Design axi4_frame_master, sky130hd; sources not shown.
Figure 1. Metal 4.
Supply wires on this layer in grey.
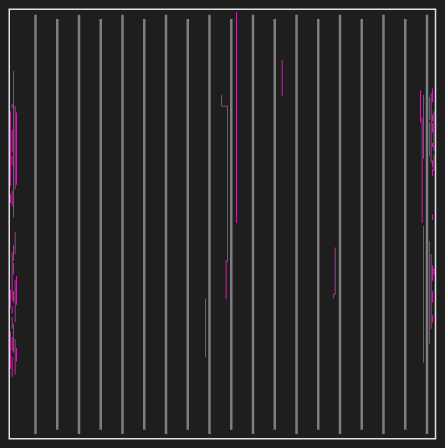
wire length on this layer	1330 um
share of all routed wire	6.7%
Detailed Route WL: 19.8 mm
vias: 3774

Figure 2. Sizing map.
Scale bar: 100 um.
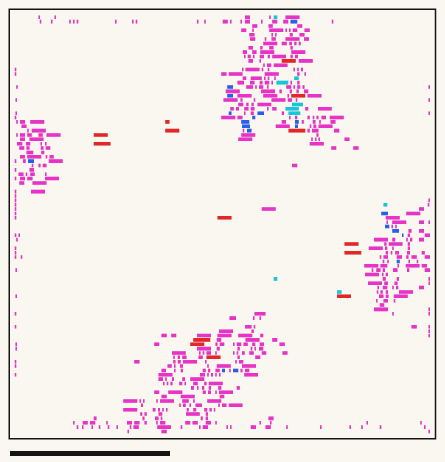
colour	size	cells	most used
red	drive 6 and up	14	clkbuf_16
blue	drive 2	19	mux2_2
magenta	drive 1 or less	518	conb_1
cyan	drive 3 to 4	9	buf_4
Plain + repair buffers: 72
Area growth, synth to finish: -4.93%
Worst Setup Slack, final: 1700 ps
final instance area: 6350 sq um

Figure 3. Where the registers sit.
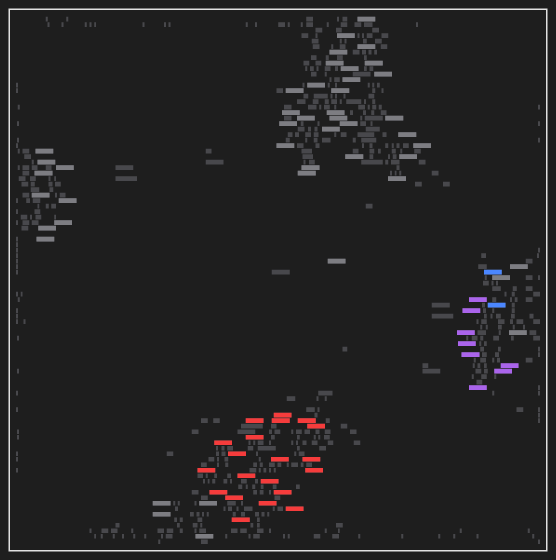
colour	name in the netlist	sequential cells
red	r_rd_off	20
blue	r_wst	2
purple	r_wbeat	8
not coloured	45
sequential cell area share: 0.296
Util after Layout: 0.0934
P_seq: 752 uW
Sequential Area: 1880 sq um

Figure 4. Routed clock nets over the placement.
Scale bar: 100 um.
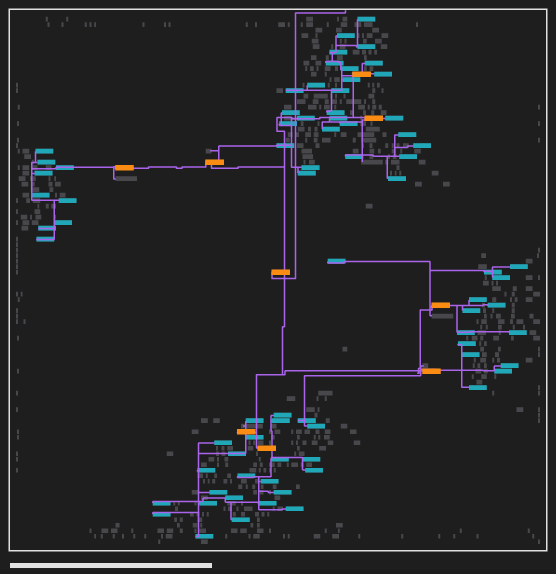
[cyan] flip-flops | count: 75
[purple] clock wires | length: 1780 um
[orange] cells driving clock nets | count: 9
routed clock nets	10
Final Skew: 13.1 ps
clock power share: 0.421
P_clk: 812 uW

Figure 5. The clock network.
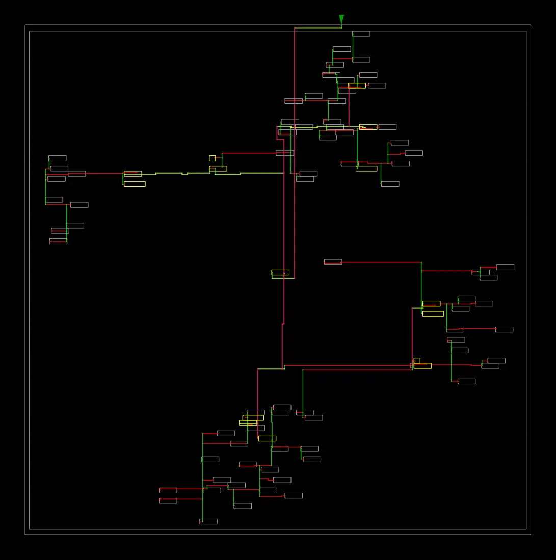
Sink Count: 75
clock insertion delay at the later pin of the skew report: 370 ps
Flop Count: 75
CTS Buf Count: 9

==> run summary <==
status = finished, final reports clean
yosys simple share = 0.142
RD Place Congestion = 0.685
HPWL Detailed = 15.8 mm
critical path depth in cells = 6
CTS tree = built
hold buffer count at cts = 0
Hold WC Path Type = flip-flop to flip-flop
Initial Util = 0.0982
Dominant comb cell = buffers and inverters
max incr delay on CP = 650 ps
GR Layer Usage met3 = 0.0426
Nets = 845
worst reg2reg path depth = 6
CP max-delay cell = clkdlybuf4s50_1
Reg clk slew, reported paths = 60 ps
Die Wd = 265 um
Max Slew Vio Count = 0
Log Warnings = 37
Via density = 2.62
Post-Syn Area = 6680 sq um
maxcap violations = 0
warnings from Yosys = 0
delay-heaviest family, CP = buffers and inverters
final setup fails = 0
number of port buffers = 70
Main synth FF type = dfrtp_1
global routing usage on met1 = 0.0576
most frequent cells in the layout = 90 x conb_1, 75 x dfrtp_1, 69 x clkdlybuf4s50_1, 43 x nand2_1, 43 x nor2_1
FF-to-FF setup slack = 2480 ps
Hold Path Cell Cnt = 1
Resized cells post-CTS = 0
most frequent logic cell in the layout = conb_1
CP endpoint kind = primary output
Total Routing Usage GR = 0.0555
Mux area share = 0.00956
busiest layer in global routing = met2
Mapped Avg Cell Area = 8.73 sq um
Post-CTS Setup Inserts = 0
crit path DRT = 4160 ps
Final Critical Period = 3500 ps
yosys aoi share = 0.0450
total power = 1930 uW
crit path max fanout = 2
Post-Synth Adder-Cell Area = 0.0229
Setup TNS Final = 0 ps
Unique cell types = 56
Iteration-0 DRC Markers = 156
Fmax = 285 MHz
vias in the first global route = 3889
CP Class = flip-flop to primary output
yosys cell count = 765
largest net degree at the start of global routing = 51
Static Leak = 0.00252 uW
Clock Tree Buf Depth = 2
power per cell area = 304 nW/um^2
Buf/Inv on CP = 2
IO Pins = 683
Antenna Diode Count = 0
first-pass GRT wire length = 27.6 mm
Post-DRT Antenna Nets = 0
layout cell share with drive strength beyond 1 = 0.0750
xor+xnor area frac = 0.0630
CP startpoint kind = flip-flop
GRT overflow = 0
grt met2 use = 0.0717
final hold vios = 0
Max VDD drop = 0.000135 V
CTS root buf = clkbuf_16
CP Cell Sequence = ha_1 -> inv_1 -> fa_1 -> nor2_1 -> xor2_1 -> clkdlybuf4s50_1
Slew headroom = 0.462
number of enable flip-flop cells = 0
Core ar. = 68000 sq um
actual slew at the worst max-slew pin = 801 ps
Seq/Total Area, Yosys = 0.281
synthesized instance count = 765
Worst Path Arrival = 2460 ps
# DRC = 0
ys async rst share = 1.00
biggest area cells = buf_4 42%, dfrtp_1 28%, xnor2_1 3.8%
Clock H-tree levels = 3
Synthesized registers = 75
iteration tally of the first detailed-router pass = 4
die span in y = 267 um
Die ar. = 70800 sq um
cycle use final = 0.674
row cnt = 96
cell type with the largest total area = buf_4
RSZ-0062 raised after global routing = false
initial antenna violation count = 0
YS chip area = 6680 sq um
wire per inst = 13.7 um
[cell usage after synthesis (3+ instances only)]
cell type,count
buf_4,374
dfrtp_1,75
nand2_1,43
nor2_1,43
xnor2_1,29
nand3_1,20
o21ai_0,20
xor2_1,19
inv_1,17
a21oi_1,13
nand4_1,11
ha_1,9
nor3_1,9
or3_1,8
and3_1,5
nor2b_1,5
and2_1,4
clkbuf_1,4
nor4_1,4
mux2_2,3
mux2i_1,3
o21ai_1,3
[where the power goes]
part | internal [uW] | leakage (uW) | switching (uW)
clock | 518 | 0.000176 | 294
combinational | 169 | 0.00135 | 196
sequential | 653 | 0.000995 | 98.9
[logic make-up (layout without fill, tap and decap cells)]
family	Yosys count	after routing
buffers and inverters	398	105
AND/OR/NAND/NOR	176	176
flip-flops	75	75
AND-OR/OR-AND	49	49
XOR/XNOR	48	48
adder cells (fa/ha/maj)	11	11
multiplexers	6	6
other	2	90
[cell type report]
class                   instances  area [sq um]
fillers                      8063         61600
multi-input cells             380          2220
flip-flops and latches         75          1880
well taps                     882          1100
repair buffers                 72           713
clock buffers                   9           225
clock inverters                 6           138
inverters                      18          67.6
[layer usage]
metal  wire [um]  up-vias
li1            -     1580
met1        7440     1752
met2        7940      331
met3        3050      109
met4        1330        2
met5          62        -
[through the flow]
step	hold WS [ps]	util	instance area (sq um)	std cells	setup WS, ps
floorplan	462	-	7010	853	2730
global placement	484	0.0880	5990	1427	1410
detailed placement	498	0.0880	5990	1427	1400
CTS	512	0.0934	6350	1442	1560
global route	533	0.0934	6350	1442	1450
finish	508	0.0934	6350	1442	1700
Power figures rest on the tool's default switching activity, not on a simulated workload.
